===== src/rtl/apb_master.sv =====
`default_nettype none
// ============================================================================
//  Module      : apb_master
//  Description : Single-outstanding APB requester. Converts a valid/ready
//                command into an APB SETUP->ACCESS transfer and returns the
//                read data and error status on a valid/ready response port.
//                A wait-state timeout keeps a missing or hung responder from
//                stalling the command source.
//  Revision    : 1.0 - initial release
// ============================================================================
module apb_master #(
    parameter int ADDR_WIDTH = 2,
    parameter int DATA_WIDTH = 8,
    parameter int TIMEOUT    = 16
) (
    input  logic                  clk,
    input  logic                  reset,

    input  logic                  cmd_valid,
    output logic                  cmd_ready,
    input  logic                  cmd_write,
    input  logic [ADDR_WIDTH-1:0] cmd_addr,
    input  logic [DATA_WIDTH-1:0] cmd_wdata,

    output logic                  rsp_valid,
    input  logic                  rsp_ready,
    output logic [DATA_WIDTH-1:0] rsp_rdata,
    output logic                  rsp_err,
    output logic                  rsp_timeout,

    output logic                  sel,
    output logic                  enable,
    output logic                  write,
    output logic [ADDR_WIDTH-1:0] addr,
    output logic [DATA_WIDTH-1:0] wdata,
    input  logic [DATA_WIDTH-1:0] rdata,
    input  logic                  ready,
    input  logic                  slverr
);

    // Counter must be able to hold TIMEOUT without wrapping; keep at least
    // one bit so the design still elaborates when the timeout is disabled.
    localparam int CNT_W = (TIMEOUT > 0) ? $clog2(TIMEOUT + 1) : 1;
    localparam logic [CNT_W-1:0] c_CNT_LAST = (TIMEOUT > 0) ? CNT_W'(TIMEOUT - 1) : '0;
    localparam logic [CNT_W-1:0] c_CNT_MAX  = {CNT_W{1'b1}};

    typedef enum logic [1:0] {
        S_IDLE   = 2'd0,
        S_SETUP  = 2'd1,
        S_ACCESS = 2'd2,
        S_RESP   = 2'd3
    } state_t;

    state_t                  state_q;
    logic [CNT_W-1:0]        wait_q;
    logic                    sel_q;
    logic                    enable_q;
    logic                    write_q;
    logic [ADDR_WIDTH-1:0]   addr_q;
    logic [DATA_WIDTH-1:0]   wdata_q;
    logic                    rsp_valid_q;
    logic [DATA_WIDTH-1:0]   rsp_rdata_q;
    logic                    rsp_err_q;
    logic                    rsp_timeout_q;

    // Only IDLE can take a new command; everything else is registered.
    assign cmd_ready   = (state_q == S_IDLE);

    assign sel         = sel_q;
    assign enable      = enable_q;
    assign write       = write_q;
    assign addr        = addr_q;
    assign wdata       = wdata_q;
    assign rsp_valid   = rsp_valid_q;
    assign rsp_rdata   = rsp_rdata_q;
    assign rsp_err     = rsp_err_q;
    assign rsp_timeout = rsp_timeout_q;

    // Transfer sequencer: state, bus outputs, wait counter and response.
    always_ff @(posedge clk or negedge reset) begin
        if (!reset) begin
            state_q       <= S_IDLE;
            wait_q        <= '0;
            sel_q         <= 1'b0;
            enable_q      <= 1'b0;
            write_q       <= 1'b0;
            addr_q        <= '0;
            wdata_q       <= '0;
            rsp_valid_q   <= 1'b0;
            rsp_rdata_q   <= '0;
            rsp_err_q     <= 1'b0;
            rsp_timeout_q <= 1'b0;
        end else begin
            case (state_q)
                S_IDLE: begin
                    if (cmd_valid) begin
                        write_q  <= cmd_write;
                        addr_q   <= cmd_addr;
                        wdata_q  <= cmd_wdata;
                        sel_q    <= 1'b1;
                        enable_q <= 1'b0;
                        state_q  <= S_SETUP;
                    end
                end

                S_SETUP: begin
                    enable_q <= 1'b1;
                    wait_q   <= '0;
                    state_q  <= S_ACCESS;
                end

                S_ACCESS: begin
                    // A completing responder beats the timeout on the same cycle.
                    if (ready) begin
                        rsp_rdata_q   <= (write_q || slverr) ? '0 : rdata;
                        rsp_err_q     <= slverr;
                        rsp_timeout_q <= 1'b0;
                        sel_q         <= 1'b0;
                        enable_q      <= 1'b0;
                        rsp_valid_q   <= 1'b1;
                        state_q       <= S_RESP;
                    end else if ((TIMEOUT != 0) && (wait_q == c_CNT_LAST)) begin
                        rsp_rdata_q   <= '0;
                        rsp_err_q     <= 1'b1;
                        rsp_timeout_q <= 1'b1;
                        sel_q         <= 1'b0;
                        enable_q      <= 1'b0;
                        rsp_valid_q   <= 1'b1;
                        state_q       <= S_RESP;
                    end else if (wait_q != c_CNT_MAX) begin
                        wait_q <= wait_q + CNT_W'(1);
                    end
                end

                S_RESP: begin
                    if (rsp_ready) begin
                        rsp_valid_q <= 1'b0;
                        state_q     <= S_IDLE;
                    end
                end

                default: begin
                    state_q <= S_IDLE;
                end
            endcase
        end
    end

endmodule
`default_nettype wire


===== config.mk =====
export PLATFORM = sky130hd
export DESIGN_NAME = apb_master
export DESIGN_NICKNAME = d
export VERILOG_FILES = /design/src/rtl/apb_master.sv
export SDC_FILE = /design/constraint.sdc
export NUM_CORES = 1
export LEC_CHECK = 0
export CORE_ASPECT_RATIO = 0.9
export CORE_MARGIN = 2
export CORE_UTILIZATION = 44
export DETAILED_ROUTE_END_ITERATION = 10
export GPL_TIMING_DRIVEN = 0
export MAX_ROUTING_LAYER = met4
export PLACE_DENSITY = 0.77
export SYNTH_ARGS = -nofsm -noshare
export SYNTH_HDL_FRONTEND = slang
export SYNTH_SLANG_ARGS = --single-unit

===== constraint.sdc =====
create_clock -name clk -period 2.66 [get_ports clk]
set_input_delay 0.266 -clock clk [delete_from_list [all_inputs] [get_ports clk]]
set_output_delay 0.266 -clock clk [all_outputs]
set_load 0.005 [all_outputs]

Fig. 1: run 1, the clock network
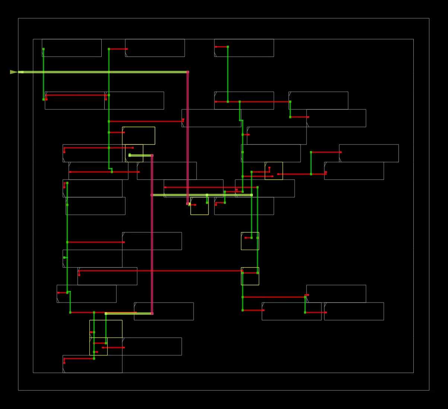
Latency at later pin: 0.33 ns
Clock net power: 0.000323 W

Fig. 2: run 1, M3 wires
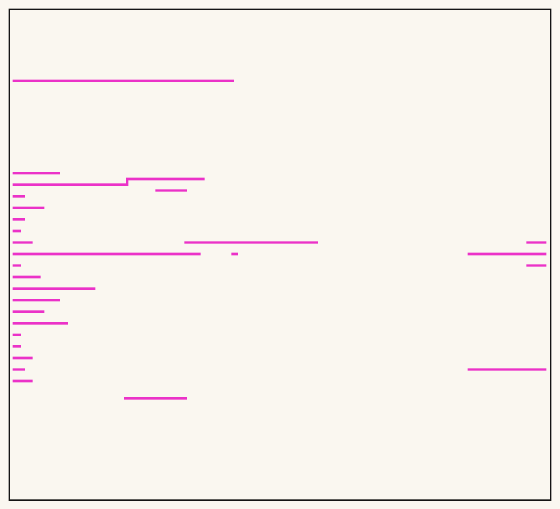
share of all routed wire: 5.8%
main direction: horizontal
longest straight run: 25.8 microns
GR Util met3: 5.63%
final wirelength: 2910 microns

Fig. 3: run 1, floorplan with the power grid
Scale bar: 20 microns. Pins as bars on the die edge.
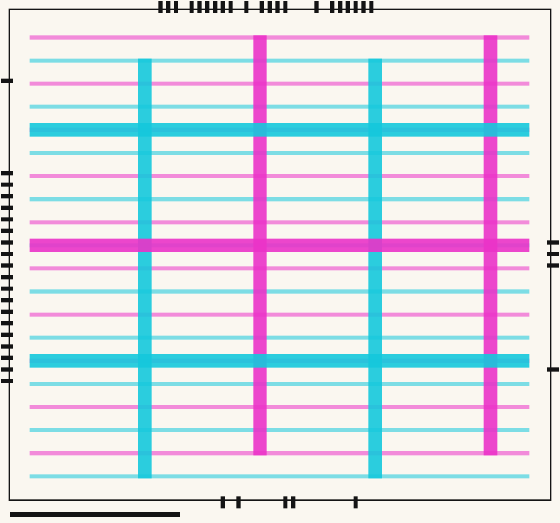
| net | color |
|---|---|
| VSS | cyan |
| VDD | magenta |
met1 rails: 20
signal pins: 50
met4 straps: 4
rows: 19
met5 straps: 3
Die Wd: 63.6 microns
Worst VDD drop: 0.000630 V
Die H: 57.6 microns

==> run summary, run 1 <==
syn_nets -> 143
worst hold slack -> -0.0448 ns
#FFs+latches synth -> 31
DRT iter0 DRCs -> 55
Top non-seq family -> multiplexers
Clock buffer cells -> 7
cell mode on critical path -> ha_1
ant diodes -> 0
Setup TNS -> 0 ns
Avg Cell Area, Syn -> 12.9 sq um
Tmin final -> 2.31 ns
grt total ovfl -> 0
Signal inverters -> 5
setup slack at placement -> 0.361 ns
final setup margin -> 0.349 ns
share of cells above drive strength 1 -> 18.2%
fin util -> 66.0%
first-pass GRT wire length -> 4930 microns
Final Hold Fails -> 31
crit path from -> wait_q[0]
Cell Type Count -> 28
adder share -> 8.01%
tool warnings -> 32
FF-to-FF setup slack -> 0.35 ns
hold-fix buffers at CTS -> 0
multi-input gates -> 69
outcome -> finished, violations left
fp util -> 46.2%
total number of vias -> 1023
share of power burned in registers -> 39.3%
Switch Pwr -> 0.000633 W
Worst-path clk slew -> 0.10 ns
failing checks -> hold timing
Buffers, non-clock -> 52
crit path kind -> reg2reg
Comb area -> 586 sq um
Setup Viol. Count Final -> 0
Max transition margin -> 55.3%
port bufs -> 48
Synth Seq Share -> 55.2%
Lkg Pwr -> 0.912 nW
Worst R2R End -> wait_q[3]
==> run 1: cells in the mapped netlist <==
library cell  number  area share (%)
dfrtp_1           31              55
mux2_2            14              11
a22o_1             9             5.6
ha_1               9             8.0
inv_1              5             1.3
nand2_1            5             1.3
nand3_1            4             1.4
o21ai_0            4             1.4
a21oi_1            3             1.1
buf_2              3             1.1
nor2_1             3            0.80
mux2i_1            2             1.4
nor3_2             2             1.4
a211o_1            1            0.62
a211oi_1           1            0.53
a21o_1             1            0.53
and3_1             1            0.45
and4b_1            1            0.71
buf_6              1            0.80
nand2b_1           1            0.45
nor2b_1            1            0.45
nor3_1             1            0.36
nor3b_1            1            0.53
nor4b_2            1             1.1
o21a_1             1            0.53
o21ai_1            1            0.36
o22a_1             1            0.62
or4b_1             1            0.71
==> run 1: per-layer routing <==
| metal | up-vias | track usage [%] | wire length [microns] |
|---|---|---|---|
| li1 | 501 | - | - |
| met5 | - | - | 0 |
| met1 | 489 | 22.4 | 1270 |
| met4 | 0 | 8.39 | 44 |
| met2 | 28 | 28.4 | 1430 |
| met3 | 5 | 5.63 | 167 |
==> run 1: placed cells by master (no fill, tap or decap), types with 2 or more instances in the layout <==
cell type,synthesis,final
mux2_2,14,14
mux2i_1,2,2
nand2_1,5,5
a21oi_1,3,3
o21ai_0,4,4
nand3_1,4,4
inv_1,5,5
clkbuf_4,0,5
buf_2,3,4
a22o_1,9,9
ha_1,9,9
dfrtp_1,31,31
nor2_1,3,3
nor3_2,2,2
clkdlybuf4s50_1,0,47
clkbuf_8,0,2
==> run 1: sequential cells by signal, indices dropped and copies added, names as in the netlist <==
register and cells:
wdata 8, rsp_timeout 1, addr 2, rsp_rdata 8, enable 1, rsp_err 1, state_q 2, rsp_valid 1
wait_q 5, sel 1, write 1
Fig. 4: run 1, wiring by layer
Scale bar: 20 microns. Only two layers are drawn.
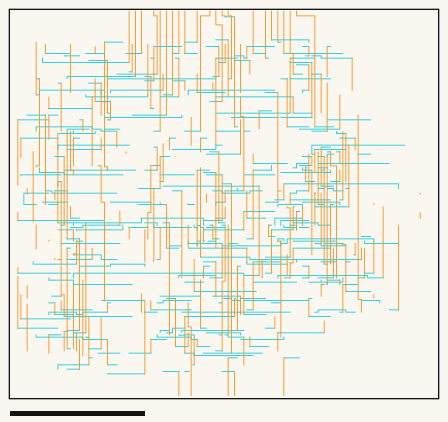

==> run 2, diff against run 1 <==
MAX_ROUTING_LAYER = not set   (was met4)
Fig. 5: run 2, wiring by layer
Scale bar: 20 microns. Only two layers are drawn.
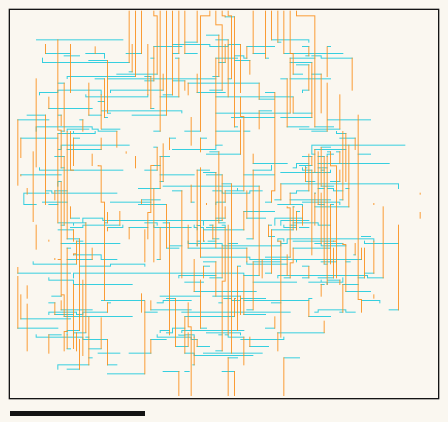
| layer | color | wire length |
|---|---|---|
| metal 2 | orange | 1420 microns |
| metal 1 | cyan | 1270 microns |
GR Util All Layers: 17.9%
total number of vias: 1025

==> run summary, run 2 <==
Final Hold Fails -> 31 (unchanged)
Top cells excl fill/tap -> clkdlybuf4s50_1, dfrtp_1, mux2_2, a22o_1, ha_1 (unchanged)
Clock buffer cells -> 7 (unchanged)
worst hold slack -> -0.0423 ns (was -0.0448 ns)
multi-input gates -> 69 (unchanged)
Setup TNS -> 0 ns (unchanged)
dominant synthesized flop cell -> dfrtp_1 (unchanged)
tool warnings -> 32 (unchanged)
Commonest Layout Cell -> clkdlybuf4s50_1 (unchanged)
Top area cell types -> dfrtp_1, mux2_2, ha_1 (unchanged)
Signal inverters -> 5 (unchanged)
grt total ovfl -> 0 (unchanged)
Worst-path clk slew -> 0.10 ns (about the same)
Setup Viol. Count Final -> 0 (unchanged)
DRT iter0 DRCs -> 60 (was 55)
fp util -> 46.2% (unchanged)
syn_nets -> 143 (unchanged)
Buffers, non-clock -> 52 (unchanged)
Max transition margin -> 55.4% (was 55.3%)
port bufs -> 48 (unchanged)
Die H -> 57.6 microns (unchanged)
Die Wd -> 63.6 microns (unchanged)
Synth Seq Share -> 55.2% (unchanged)
hold-fix buffers at CTS -> 0 (unchanged)
crit path kind -> reg2reg (unchanged)
first-pass GRT wire length -> 4930 microns (about the same)
final wirelength -> 2910 microns (about the same)
Avg Cell Area, Syn -> 12.9 sq um (unchanged)
count leader, synth -> dfrtp_1 (unchanged)
outcome -> finished, violations left (unchanged)
Latency at later pin -> 0.33 ns (about the same)
Commonest cells post-synth -> dfrtp_1, mux2_2, a22o_1, ha_1 (unchanged)
Lkg Pwr -> 0.912 nW (unchanged)
Top non-seq family -> multiplexers (unchanged)
Worst VDD drop -> 0.000628 V (was 0.000630 V)
failing checks -> hold timing (unchanged)
cell taking the most area after synthesis -> dfrtp_1 (unchanged)
number of enable flip-flop cells -> 0 (unchanged)
Comb area -> 586 sq um (unchanged)
fraction of registers with async set/reset -> 100% (unchanged)
run 2: cell counts after synthesis:
No cell type changed its count.
run 2: logic make-up after synthesis:
family	Yosys count
flip-flops	31
AND-OR/OR-AND	22
AND/OR/NAND/NOR	22
multiplexers	16
buffers and inverters	9
adder cells (fa/ha/maj)	9
run 2: per-stage QoR:
stage                     hold WS [ns]  std cells  setup slack, ns  instance area (sq um)  utilization (%)
after detailed placement         0.491        199            0.361                   1940             63.7
after global routing            0.0111        207            0.222                   2010             66.0
after CTS                        0.129        207            0.335                   2010             66.1
after floorplan                -0.0296        109            0.568                   1410                -
after global placement           0.476        199            0.434                   1940             63.7
final                          -0.0423        207            0.348                   2010             66.0
run 2: final timing paths:
kind                               from  slack, ns           end
max reg2reg                   wait_q[0]       0.35     wait_q[3]
min in group clk                  ready       0.14   rsp_timeout
min reg2reg                rsp_rdata[1]       0.51  rsp_rdata[1]
max                           wait_q[0]       0.35     wait_q[3]
min                               reset      -0.04     wait_q[4]
max in group asynchronous         reset       2.27       rsp_err
run 2: metal layers:
metal  global-route usage (%)  routed length (microns)  vias up
li1                         -                        -      502
met1                     22.0                     1270      490
met2                     28.3                     1420       28
met3                     6.60                      186        5
met4                     8.39                       42        0
met5                        0                        0        -
run 2: critical path: cells and delay by family, from the launching register on:
family	cells	cell delay (ns)
mux	1	0.40
fa+ha+maj	2	0.50
flops	1	0.42
simple gates	2	0.72
compound gates	1	0.18
run 2: where the power goes:
group / total, W / internal [W] / switching, W / leakage, nW
Combinational: 0.000926 / 0.000595 / 0.000331 / 0.486
Sequential: 0.000808 / 0.000675 / 0.000133 / 0.388
Clock: 0.000321 / 0.000154 / 0.000167 / 0.0375
Total: 0.00205 / 0.00142 / 0.000631 / 0.912
Power figures rest on the tool's default switching activity, not on a simulated workload.
